Local utilization:
36 x 32 tiles, from black (low) to pale yellow (high), 0 to 100% covered.
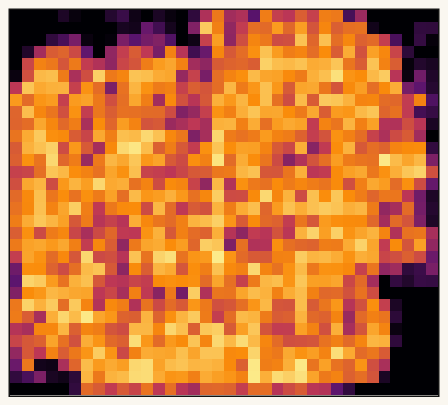
Logic cells by family:
The bar under the picture is 100 um long.
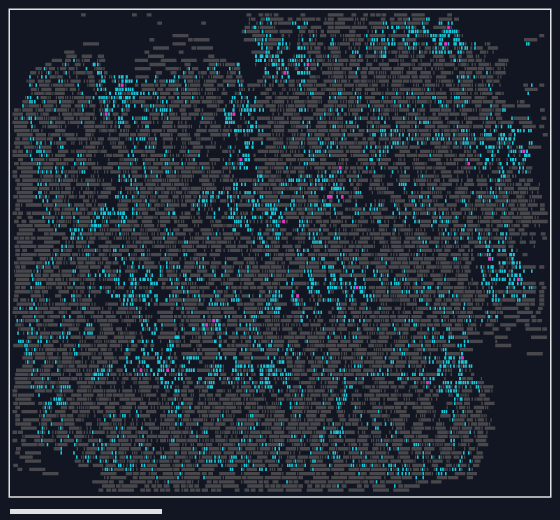
Cell placement:
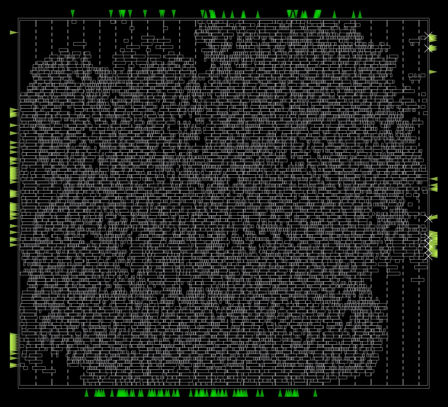
Signal wires on met3:
The bar under the picture is 100 um long.
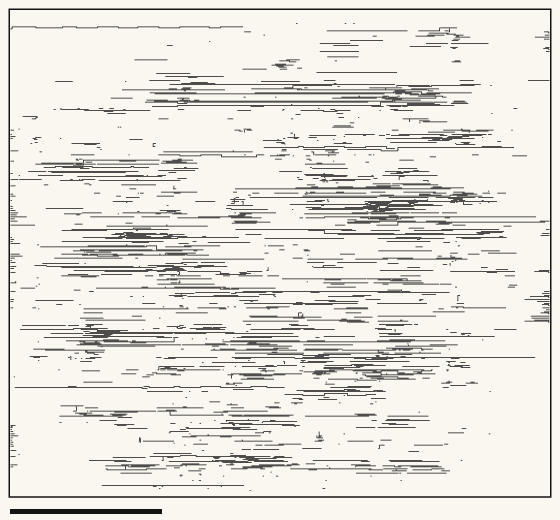
--- src/rtl/texture_filter_stream_pkg.sv ---
// texture_filter_pkg
// Shared definitions for the bilinear texture filter stream.
// - Filter-mode encodings, as carried on s_mode.
// - Width helper for the per-channel lerp intermediate.
package texture_filter_pkg;

  typedef logic [1:0] filter_mode_t;

  localparam filter_mode_t MODE_NEAREST  = 2'd0;
  localparam filter_mode_t MODE_BILINEAR = 2'd1;
  localparam filter_mode_t MODE_LINEAR_S = 2'd2;
  localparam filter_mode_t MODE_LINEAR_T = 2'd3;

  // a*(2^F - f) + b*f + 2^(F-1) peaks at (2^CW - 1) * 2^F + 2^(F-1),
  // so a single guard bit above CW+F is sufficient.
  function automatic int lerp_width(input int channel_width, input int sub_width);
    return channel_width + sub_width + 1;
  endfunction

endpackage

--- src/rtl/texture_filter_stream_if.sv ---
// texture_filter_stream_if
// Input and output valid/ready streams of the texture filter.
//   s_valid/s_ready    input beat handshake
//   s_mode             filter mode (texture_filter_pkg MODE_*)
//   s_texel00..11      neighbour texels, index [T][S]
//   s_sub_s/s_sub_t    sub-texel fractions toward texel x1 / 1x
//   m_valid/m_ready    output beat handshake
//   m_texel            filtered texel
// The slave modport is the filter's view; master is the producer/consumer view.
interface texture_filter_stream_if #(
  parameter int CHANNELS      = 4,
  parameter int CHANNEL_WIDTH = 8,
  parameter int SUB_WIDTH     = 8
);
  localparam int PIXEL_WIDTH = CHANNELS * CHANNEL_WIDTH;

  logic                   s_valid;
  logic                   s_ready;
  logic [1:0]             s_mode;
  logic [PIXEL_WIDTH-1:0] s_texel00;
  logic [PIXEL_WIDTH-1:0] s_texel01;
  logic [PIXEL_WIDTH-1:0] s_texel10;
  logic [PIXEL_WIDTH-1:0] s_texel11;
  logic [SUB_WIDTH-1:0]   s_sub_s;
  logic [SUB_WIDTH-1:0]   s_sub_t;
  logic                   m_valid;
  logic                   m_ready;
  logic [PIXEL_WIDTH-1:0] m_texel;

  modport slave (
    input  s_valid, s_mode, s_texel00, s_texel01, s_texel10, s_texel11,
           s_sub_s, s_sub_t, m_ready,
    output s_ready, m_valid, m_texel
  );

  modport master (
    output s_valid, s_mode, s_texel00, s_texel01, s_texel10, s_texel11,
           s_sub_s, s_sub_t, m_ready,
    input  s_ready, m_valid, m_texel
  );

endinterface

--- src/rtl/texture_filter_stream_lerp.sv ---
// texel_lerp
// One-cycle registered per-channel linear interpolation of two texels:
//   y = (a*(2^F - f) + b*f + 2^(F-1)) >> F, independently per channel.
// Ports:
//   aclk, resetn  clock, async active-low reset (y clears to 0)
//   ce            load enable for the output register
//   a, b          texel vectors, CHANNELS x CHANNEL_WIDTH
//   f             fraction toward b; f = 0 returns a exactly
//   y             registered result
module texel_lerp
  import texture_filter_pkg::*;
#(
  parameter int CHANNELS      = 4,
  parameter int CHANNEL_WIDTH = 8,
  parameter int SUB_WIDTH     = 8
) (
  input  logic                                aclk,
  input  logic                                resetn,
  input  logic                                ce,
  input  logic [CHANNELS*CHANNEL_WIDTH-1:0]   a,
  input  logic [CHANNELS*CHANNEL_WIDTH-1:0]   b,
  input  logic [SUB_WIDTH-1:0]                f,
  output logic [CHANNELS*CHANNEL_WIDTH-1:0]   y
);

  localparam int PIXEL_WIDTH = CHANNELS * CHANNEL_WIDTH;
  localparam int LW          = lerp_width(CHANNEL_WIDTH, SUB_WIDTH);

  logic [PIXEL_WIDTH-1:0] y_d;
  logic [PIXEL_WIDTH-1:0] y_q;
  logic [LW-1:0]          f_w;
  logic [LW-1:0]          f_inv_w;

  assign f_w     = LW'(f);
  assign f_inv_w = (LW'(1) << SUB_WIDTH) - f_w;

  for (genvar c = 0; c < CHANNELS; c++) begin : g_ch
    logic [LW-1:0] a_w;
    logic [LW-1:0] b_w;
    logic [LW-1:0] acc_w;

    assign a_w   = LW'(a[c*CHANNEL_WIDTH +: CHANNEL_WIDTH]);
    assign b_w   = LW'(b[c*CHANNEL_WIDTH +: CHANNEL_WIDTH]);
    assign acc_w = a_w * f_inv_w + b_w * f_w + (LW'(1) << (SUB_WIDTH - 1));
    // Weighted sum never exceeds max(a,b) after the shift, so truncation is exact.
    assign y_d[c*CHANNEL_WIDTH +: CHANNEL_WIDTH] = CHANNEL_WIDTH'(acc_w >> SUB_WIDTH);
  end

  always_ff @(posedge aclk or negedge resetn) begin
    if (!resetn) begin
      y_q <= '0;
    end else if (ce) begin
      y_q <= y_d;
    end
  end

  assign y = y_q;

endmodule

--- src/rtl/texture_filter_stream.sv ---
// texture_filter_stream
// Three-stage back-pressured bilinear texture filter.
//   A: capture texels and mode-selected fractions fs/ft
//   B: r0 = lerp(t00, t01, fs), r1 = lerp(t10, t11, fs); ft carried along
//   C: m_texel = lerp(r0, r1, ft)
// Ports:
//   aclk    clock, rising edge
//   resetn  async active-low reset; drops all in-flight beats
//   bus     texture_filter_stream_if.slave (s_* input stream, m_* output stream)
// Each stage holds a valid flag and loads when empty or when its current
// content moves on in the same cycle, so bubbles collapse and a full pipe
// sustains one beat per cycle. Ready ripples back combinationally from m_ready.
module texture_filter_stream
  import texture_filter_pkg::*;
#(
  parameter int CHANNELS      = 4,
  parameter int CHANNEL_WIDTH = 8,
  parameter int SUB_WIDTH     = 8
) (
  input logic                    aclk,
  input logic                    resetn,
  texture_filter_stream_if.slave bus
);

  localparam int PIXEL_WIDTH = CHANNELS * CHANNEL_WIDTH;

  logic valid_a_q, valid_b_q, valid_c_q;
  logic valid_a_d, valid_b_d, valid_c_d;
  logic ready_a, ready_b, ready_c;
  logic load_a, load_b, load_c;

  logic [PIXEL_WIDTH-1:0] t00_q, t01_q, t10_q, t11_q;
  logic [SUB_WIDTH-1:0]   fs_d, ft_d;
  logic [SUB_WIDTH-1:0]   fs_q, ft_q;
  logic [SUB_WIDTH-1:0]   ft_b_q;
  logic [PIXEL_WIDTH-1:0] r0_b, r1_b;
  logic [PIXEL_WIDTH-1:0] texel_c;

  // Ready chain: each stage can take a beat if it is empty or drains this cycle.
  always_comb begin
    ready_c = !valid_c_q || bus.m_ready;
    load_c  = valid_b_q && ready_c;
    ready_b = !valid_b_q || ready_c;
    load_b  = valid_a_q && ready_b;
    ready_a = !valid_a_q || ready_b;
    load_a  = bus.s_valid && bus.s_ready;
  end

  // Gated by resetn so the input side refuses beats while reset is held.
  assign bus.s_ready = resetn && ready_a;

  always_comb begin
    valid_a_d = load_a || (valid_a_q && !load_b);
    valid_b_d = load_b || (valid_b_q && !load_c);
    valid_c_d = load_c || (valid_c_q && !bus.m_ready);
  end

  always_ff @(posedge aclk or negedge resetn) begin
    if (!resetn) begin
      valid_a_q <= 1'b0;
      valid_b_q <= 1'b0;
      valid_c_q <= 1'b0;
    end else begin
      valid_a_q <= valid_a_d;
      valid_b_q <= valid_b_d;
      valid_c_q <= valid_c_d;
    end
  end

  // A zero fraction makes the lerp return its a-operand exactly, so nearest
  // mode rides the same datapath and latency as the filtered modes.
  always_comb begin
    fs_d = '0;
    ft_d = '0;
    case (bus.s_mode)
      MODE_NEAREST: begin
        fs_d = '0;
        ft_d = '0;
      end
      MODE_BILINEAR: begin
        fs_d = bus.s_sub_s;
        ft_d = bus.s_sub_t;
      end
      MODE_LINEAR_S: begin
        fs_d = bus.s_sub_s;
        ft_d = '0;
      end
      MODE_LINEAR_T: begin
        fs_d = '0;
        ft_d = bus.s_sub_t;
      end
      default: begin
        fs_d = '0;
        ft_d = '0;
      end
    endcase
  end

  // Stage A data: contents are don't-care while valid_a_q is low.
  always_ff @(posedge aclk) begin
    if (load_a) begin
      t00_q <= bus.s_texel00;
      t01_q <= bus.s_texel01;
      t10_q <= bus.s_texel10;
      t11_q <= bus.s_texel11;
      fs_q  <= fs_d;
      ft_q  <= ft_d;
    end
  end

  always_ff @(posedge aclk) begin
    if (load_b) begin
      ft_b_q <= ft_q;
    end
  end

  texel_lerp #(
    .CHANNELS      (CHANNELS),
    .CHANNEL_WIDTH (CHANNEL_WIDTH),
    .SUB_WIDTH     (SUB_WIDTH)
  ) u_lerp_r0 (
    .aclk   (aclk),
    .resetn (resetn),
    .ce     (load_b),
    .a      (t00_q),
    .b      (t01_q),
    .f      (fs_q),
    .y      (r0_b)
  );

  texel_lerp #(
    .CHANNELS      (CHANNELS),
    .CHANNEL_WIDTH (CHANNEL_WIDTH),
    .SUB_WIDTH     (SUB_WIDTH)
  ) u_lerp_r1 (
    .aclk   (aclk),
    .resetn (resetn),
    .ce     (load_b),
    .a      (t10_q),
    .b      (t11_q),
    .f      (fs_q),
    .y      (r1_b)
  );

  // Output register resets to 0, which keeps m_texel at 0 until the first beat.
  texel_lerp #(
    .CHANNELS      (CHANNELS),
    .CHANNEL_WIDTH (CHANNEL_WIDTH),
    .SUB_WIDTH     (SUB_WIDTH)
  ) u_lerp_out (
    .aclk   (aclk),
    .resetn (resetn),
    .ce     (load_c),
    .a      (r0_b),
    .b      (r1_b),
    .f      (ft_b_q),
    .y      (texel_c)
  );

  assign bus.m_valid = valid_c_q;
  assign bus.m_texel = texel_c;

endmodule

--- src/flat_wrapper.sv ---
// flat-port wrapper written by rule: the top's interface ports become plain ports
module texture_filter_stream_flat import texture_filter_pkg::*;
#(
  parameter int CHANNELS      = 4,
  parameter int CHANNEL_WIDTH = 8,
  parameter int SUB_WIDTH     = 8
)
  (aclk, resetn, bus_s_valid, bus_s_mode, bus_s_texel00, bus_s_texel01, bus_s_texel10, bus_s_texel11, bus_s_sub_s, bus_s_sub_t, bus_m_ready, bus_s_ready, bus_m_valid, bus_m_texel);
  texture_filter_stream_if #(.CHANNELS(CHANNELS), .CHANNEL_WIDTH(CHANNEL_WIDTH), .SUB_WIDTH(SUB_WIDTH)) bus_i ();
  input logic aclk;
  input logic resetn;
  input wire logic [$bits(bus_i.s_valid)-1:0] bus_s_valid;
  input wire logic [$bits(bus_i.s_mode)-1:0] bus_s_mode;
  input wire logic [$bits(bus_i.s_texel00)-1:0] bus_s_texel00;
  input wire logic [$bits(bus_i.s_texel01)-1:0] bus_s_texel01;
  input wire logic [$bits(bus_i.s_texel10)-1:0] bus_s_texel10;
  input wire logic [$bits(bus_i.s_texel11)-1:0] bus_s_texel11;
  input wire logic [$bits(bus_i.s_sub_s)-1:0] bus_s_sub_s;
  input wire logic [$bits(bus_i.s_sub_t)-1:0] bus_s_sub_t;
  input wire logic [$bits(bus_i.m_ready)-1:0] bus_m_ready;
  output wire logic [$bits(bus_i.s_ready)-1:0] bus_s_ready;
  output wire logic [$bits(bus_i.m_valid)-1:0] bus_m_valid;
  output wire logic [$bits(bus_i.m_texel)-1:0] bus_m_texel;
  assign bus_i.s_valid = bus_s_valid;
  assign bus_i.s_mode = bus_s_mode;
  assign bus_i.s_texel00 = bus_s_texel00;
  assign bus_i.s_texel01 = bus_s_texel01;
  assign bus_i.s_texel10 = bus_s_texel10;
  assign bus_i.s_texel11 = bus_s_texel11;
  assign bus_i.s_sub_s = bus_s_sub_s;
  assign bus_i.s_sub_t = bus_s_sub_t;
  assign bus_i.m_ready = bus_m_ready;
  assign bus_s_ready = bus_i.s_ready;
  assign bus_m_valid = bus_i.m_valid;
  assign bus_m_texel = bus_i.m_texel;
  texture_filter_stream #(.CHANNELS(CHANNELS), .CHANNEL_WIDTH(CHANNEL_WIDTH), .SUB_WIDTH(SUB_WIDTH)) u_core (.aclk(aclk), .resetn(resetn), .bus(bus_i));
endmodule
--- config.mk ---
export PLATFORM = sky130hd
export DESIGN_NAME = texture_filter_stream_flat
export DESIGN_NICKNAME = d
export VERILOG_FILES = /design/src/rtl/texture_filter_stream_pkg.sv /design/src/rtl/texture_filter_stream_if.sv /design/src/rtl/texture_filter_stream_lerp.sv /design/src/rtl/texture_filter_stream.sv /design/src/flat_wrapper.sv
export SDC_FILE = /design/constraint.sdc
export NUM_CORES = 2
export LEC_CHECK = 0
export ABC_AREA = 1
export CORE_ASPECT_RATIO = 0.9
export CORE_UTILIZATION = 59
export DETAILED_ROUTE_END_ITERATION = 10
export PLACE_DENSITY = 0.8
export SYNTH_ARGS = -nofsm -noshare
export SYNTH_HDL_FRONTEND = slang
export SYNTH_SLANG_ARGS = --single-unit
--- constraint.sdc ---
create_clock -name aclk -period 6.75 [get_ports aclk]
set_clock_uncertainty 0.05 [all_clocks]
set_input_delay 0.675 -clock aclk [delete_from_list [all_inputs] [get_ports aclk]]
set_output_delay 0.675 -clock aclk [all_outputs]
set_load 0.02 [all_outputs]
==> metrics.csv <==
metric;value;unit
outcome;finished, violations left;
violations;design-rule violations;
fp.dieH;320;um
hold_buffers;1;
taps;1475;
r2r_end;u_core.u_lerp_r1.y[31];
syn_to_final_growth;6.81;%
inv_count;2718;
hold_depth;2;
top_usage_layer;met2;
tool_warnings;32;
synth_top_cell_by_area;fa_1;
cp.buffers_inverters;7;
viasPerCell;5.26;
die_w;355;um
syn_avg_cell_area;7.68;um^2
cts_buffers;36;
flop_area;7040;um^2
finalCriticalPeriod;6.45;ns
clockRootBuffer;clkbuf_16;
arrival;6.90;ns
logic_area;47800;um^2
worst_setup_path_end_kind;flip-flop;
detail_route.first_pass.iterations;9;
yosysWarnings;0;
tightest_slew;1.09;ns
dpl_worst_slack;0.148;ns
wl_met2;80500;um
die-area;114000;um^2
ys.flops;251;
drc_errors;14;
min_path_type;flip-flop to flip-flop;
dpl_cell_area;69600;um^2
critPathTopFamily;adder cells;
grt_pass1_vias;57528;
ys_area;66300;um^2
synthTopCellsByCount;2705 x inv_1, 2115 x nand2_1, 1200 x fa_1, 784 x ha_1, 611 x nor2_1;
synth_stat.cells;8636;
final_max_slew_viol_count;0;
synth_area;66300;um^2
max_slew_margin;26.9;%
worst_slack;0.305;ns
slowest_stage;fa_1;
netlist_instances;8636;
async_flop_share;39.4;%
endpoint;u_core.u_lerp_r1.y[31];
hold-path-endpoint;u_core.u_lerp_out.y[10];
top_layer_used;met5;
overflow;0;
wl_met1;70700;um
critPathRequiredTime;7.20;ns
wl_per_cell;17.6;um
min_from;u_core.u_lerp_out.y[10];
port_buffers;183;
nClkBuffers;48;
n_antenna_cell;0;
tns;0;ns
nonClkBufAreaFrac;3.89;%
timing.reg2reg.worst_path_depth;26;
gp_congestion;0.973;
ys_sh_simple;18.9;%
n_fill_cell;9456;
hold_viol;0;
drive_gt1_share;2.27;%
drtIter0Drc;4393;
cap_violations;0;
timing.final.crit_share;95.5;%
syn-num-nets;10770;
design.seq.count;251;
mux_area_share;0;%
setup.worst_path.start_class;flip-flop;
ys_sh_adder;51.0;%
crit_cells;26;
clk_latency;0.64;ns
## Picture notes: 'local utilization'
mean over tiles: 61%
nearly empty tiles: 7.2%
tiles over 75% full: 33%
fullest tile: 96%

## Picture notes: 'logic cells by family'
legend:
  cyan:
    family: nand cells
    cells: 2452
    where: all over the die
  magenta:
    family: and/or cells
    cells: 24
    where: all over the die
logic gate fraction of the total cell area: 67.5%
highest-count logic cell in the final layout: inv_1
final std cells w/o fill: 10145

## Picture notes: 'cell placement'
# rows: 116
fraction of area in registers: 9.94%

## Picture notes: 'signal wires on met3'
nets with wire on the layer: 680
wire length on this layer: 18700 um
Via Count: 53328
GR Layer Usage met3: 7.52%
overall routed net length: 179000 um

